==> config.mk <==
export PLATFORM = sky130hd
export DESIGN_NAME = ins_step_sequencer
export DESIGN_NICKNAME = d
export VERILOG_FILES = /design/src/rtl/ins_step_sequencer.sv
export SDC_FILE = /design/constraint.sdc
export NUM_CORES = 1
export LEC_CHECK = 0
export CAP_MARGIN = 10
export CELL_PAD_IN_SITES_DETAIL_PLACEMENT = 0
export CELL_PAD_IN_SITES_GLOBAL_PLACEMENT = 1
export CORE_MARGIN = 3
export CORE_UTILIZATION = 37
export CTS_CLUSTER_SIZE = 40
export DETAILED_ROUTE_END_ITERATION = 7
export PLACE_DENSITY = 0.92
export SKIP_CTS_REPAIR_TIMING = 1
export SLEW_MARGIN = 20
export SYNTH_ARGS = -nofsm -noshare
export SYNTH_HDL_FRONTEND = slang
export SYNTH_SLANG_ARGS = --single-unit
==> constraint.sdc <==
create_clock -name clk -period 4.7 [get_ports clk]
set_input_delay 0.94 -clock clk [delete_from_list [all_inputs] [get_ports clk]]
set_output_delay 0.94 -clock clk [all_outputs]
set_load 0.1 [all_outputs]
Run 1, congestion heat map:
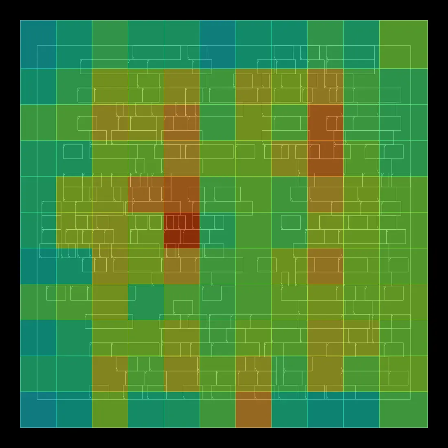
WL per Instance: 13.54 um
GRT Total Usage: 13.87%
fin util: 55.26%
met2 usage: 20.72%

Run 1, wiring by layer:
The bar under the picture is 20 um long.
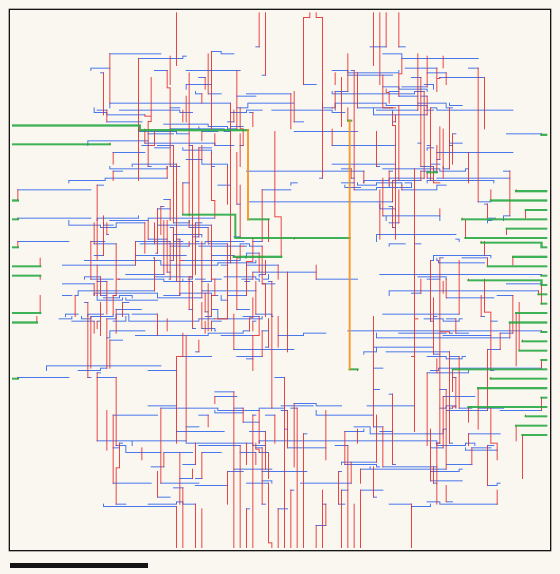
layer	colour	wire length
met1	blue	1,740 um
met3	green	263 um
met2	red	1,770 um
met4	orange	49.0 um
vias: 1,329
wirelength, routed: 3818 um

Run 1, routed clock nets over the placement:
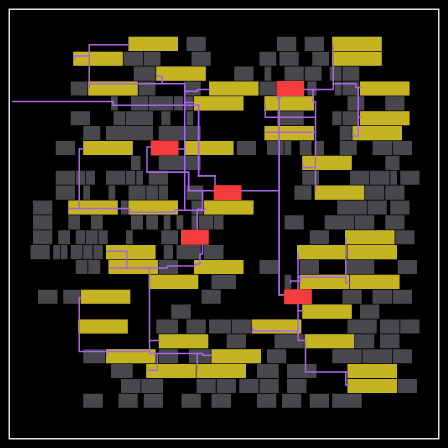
[clock wires] purple | length: 477 um
[flip-flops] yellow | count: 41
[cells driving clock nets] red | count: 5
routed clock nets	6
worst-skew pair later-pin latency: 290 ps
Layout Skew: 6.762 ps

==> results.cfg, run 1 <==
; implementation run metrics
[setup_path]
cpPeakStageDelay_ps = 1180
crit_buf_inv = 1
crit_path_end_kind = output port
startpoint_type = flop
crit_slowest_cell = clkdlybuf4s50_1
crit_required_ps = 3760

[synthesis]
ys_area_um2 = 1933
synth_cells = 151
top_area_share_pct = 53.07
fp_nets = 177
yosys_warnings = 0
yosysMostFrequentCell = dfrtp_1
ys_sh_adder_pct = 1.942

[timing]
fin_crit_ps = 2879
rsz0062_at_grt = no
fin_crit_sh_pct = 61.25
whs_ps = 475.1
hold_viol = 0
fin_ws_ps = 1821

[layout]
num-multi-input-gates = 94
top_area_cell_class = sequential cells
layout.cells.non_filler = 282
comb_area_share_pct = 29.79
nFillCells = 456
nonClkBufAreaFrac_pct = 25.15
fin_area_um2 = 2696
nNetsFinal = 241

[clocking]
cts_tree = done

[drt]
firstDrtPassIters = 4
dr.max_layer_used = met4

[outcome]
status = complete, no violations

[place]
placed_cell_area_um2 = 2610
dpl_worst_slack_ps = 1748

[hold_path]
holdCritPathClass = reg2reg

[global_routing]
grt.overflow.total = 0

[flow_run]
maxCapViolCount = 0

[die]
floorplan.core_util_pct = 39.62
Run 1, logic cells by family:
The bar under the picture is 20 um long.
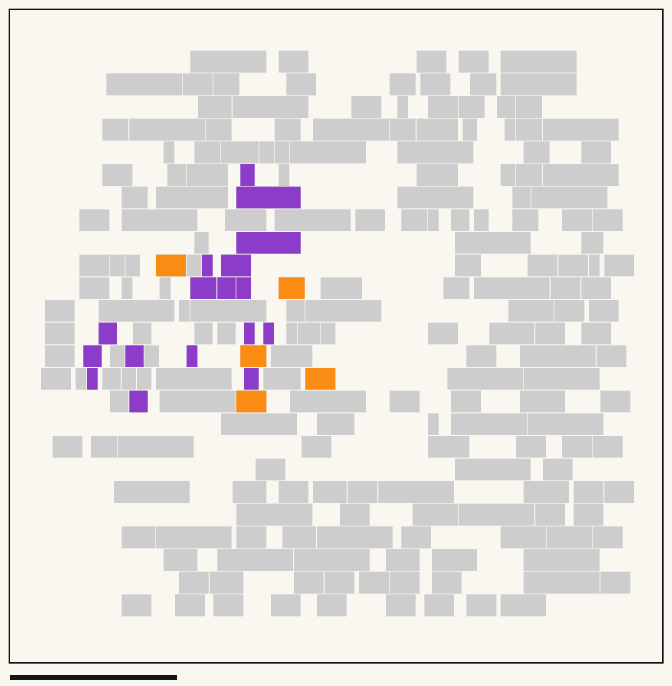

--- run 2 (diff from run 1) ---
--- a/config.mk
+++ b/config.mk
@@ -9,10 +9,10 @@
 export CELL_PAD_IN_SITES_DETAIL_PLACEMENT = 0
 export CELL_PAD_IN_SITES_GLOBAL_PLACEMENT = 1
 export CORE_MARGIN = 3
-export CORE_UTILIZATION = 37
+export CORE_UTILIZATION = 31
 export CTS_CLUSTER_SIZE = 40
 export DETAILED_ROUTE_END_ITERATION = 7
-export PLACE_DENSITY = 0.92
+export PLACE_DENSITY = 0.83
 export SKIP_CTS_REPAIR_TIMING = 1
 export SLEW_MARGIN = 20
 export SYNTH_ARGS = -nofsm -noshare
==> constraint.sdc (replaced) <==
create_clock -name clk -period 2.33 [get_ports clk]
set_input_delay 0.466 -clock clk [delete_from_list [all_inputs] [get_ports clk]]
set_output_delay 0.466 -clock clk [all_outputs]
set_load 0.1 [all_outputs]
Run 2, logic cells by family:
The bar under the picture is 20 um long.
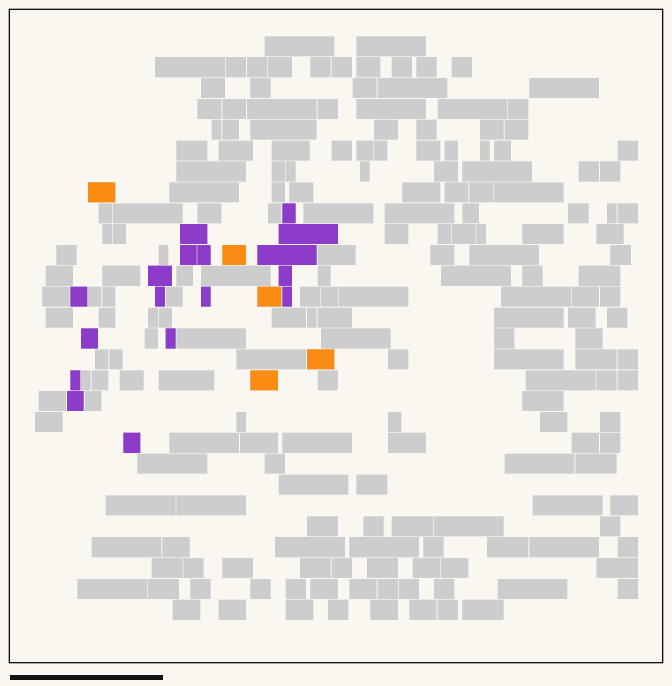
family	colour	cells	most used
NOR gates	purple	17	nor2_1
AND-OR and OR-AND gates	orange	5	a32o_1
Comb area share: 30.78%
most instantiated logic cell after routing: buf_4

==> results.cfg, run 2 <==
; implementation run metrics
[layout]
nNetsFinal = 242
num-multi-input-gates = 94
fin_util_pct = 43.57
nFillCells = 572
nonClkBufAreaFrac_pct = 22.44

[timing]
fin_crit_ps = 1740
rsz0062_at_grt = no
skew_ps = 3.983
hold_viol = 0
fin_crit_sh_pct = 74.68

[global_routing]
grt.overflow.total = 0

[setup_path]
crit_buf_inv = 1
crit_path_end_kind = flop
cpPeakStageDelay_ps = 580
startpoint_type = primary input
crit_slowest_cell = clkdlybuf4s50_1

[clocking]
cts_tree = done
clk_latency_ps = 290

[hold_path]
holdCritPathClass = reg2reg

[place]
placed_cell_area_um2 = 2527

[synthesis]
fp_nets = 177
ys_area_um2 = 1933
yosys_warnings = 0
top_area_share_pct = 53.07
yosysMostFrequentCell = dfrtp_1
synth_cells = 151

[outcome]
status = complete, no violations

[flow_run]
maxCapViolCount = 0

[die]
floorplan.core_util_pct = 32.27
Run 2, wiring by layer:
The bar under the picture is 20 um long.
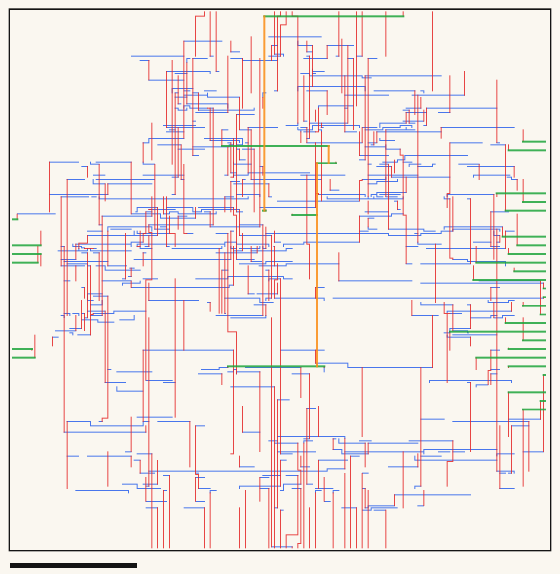
layer	colour	wire length
met3	green	213 um
met1	blue	1,790 um
met2	red	2,000 um
met4	orange	65.3 um
vias: 1,345
wirelength, routed: 4061 um
GRT Total Usage: 12.18%
WL per Instance: 13.91 um

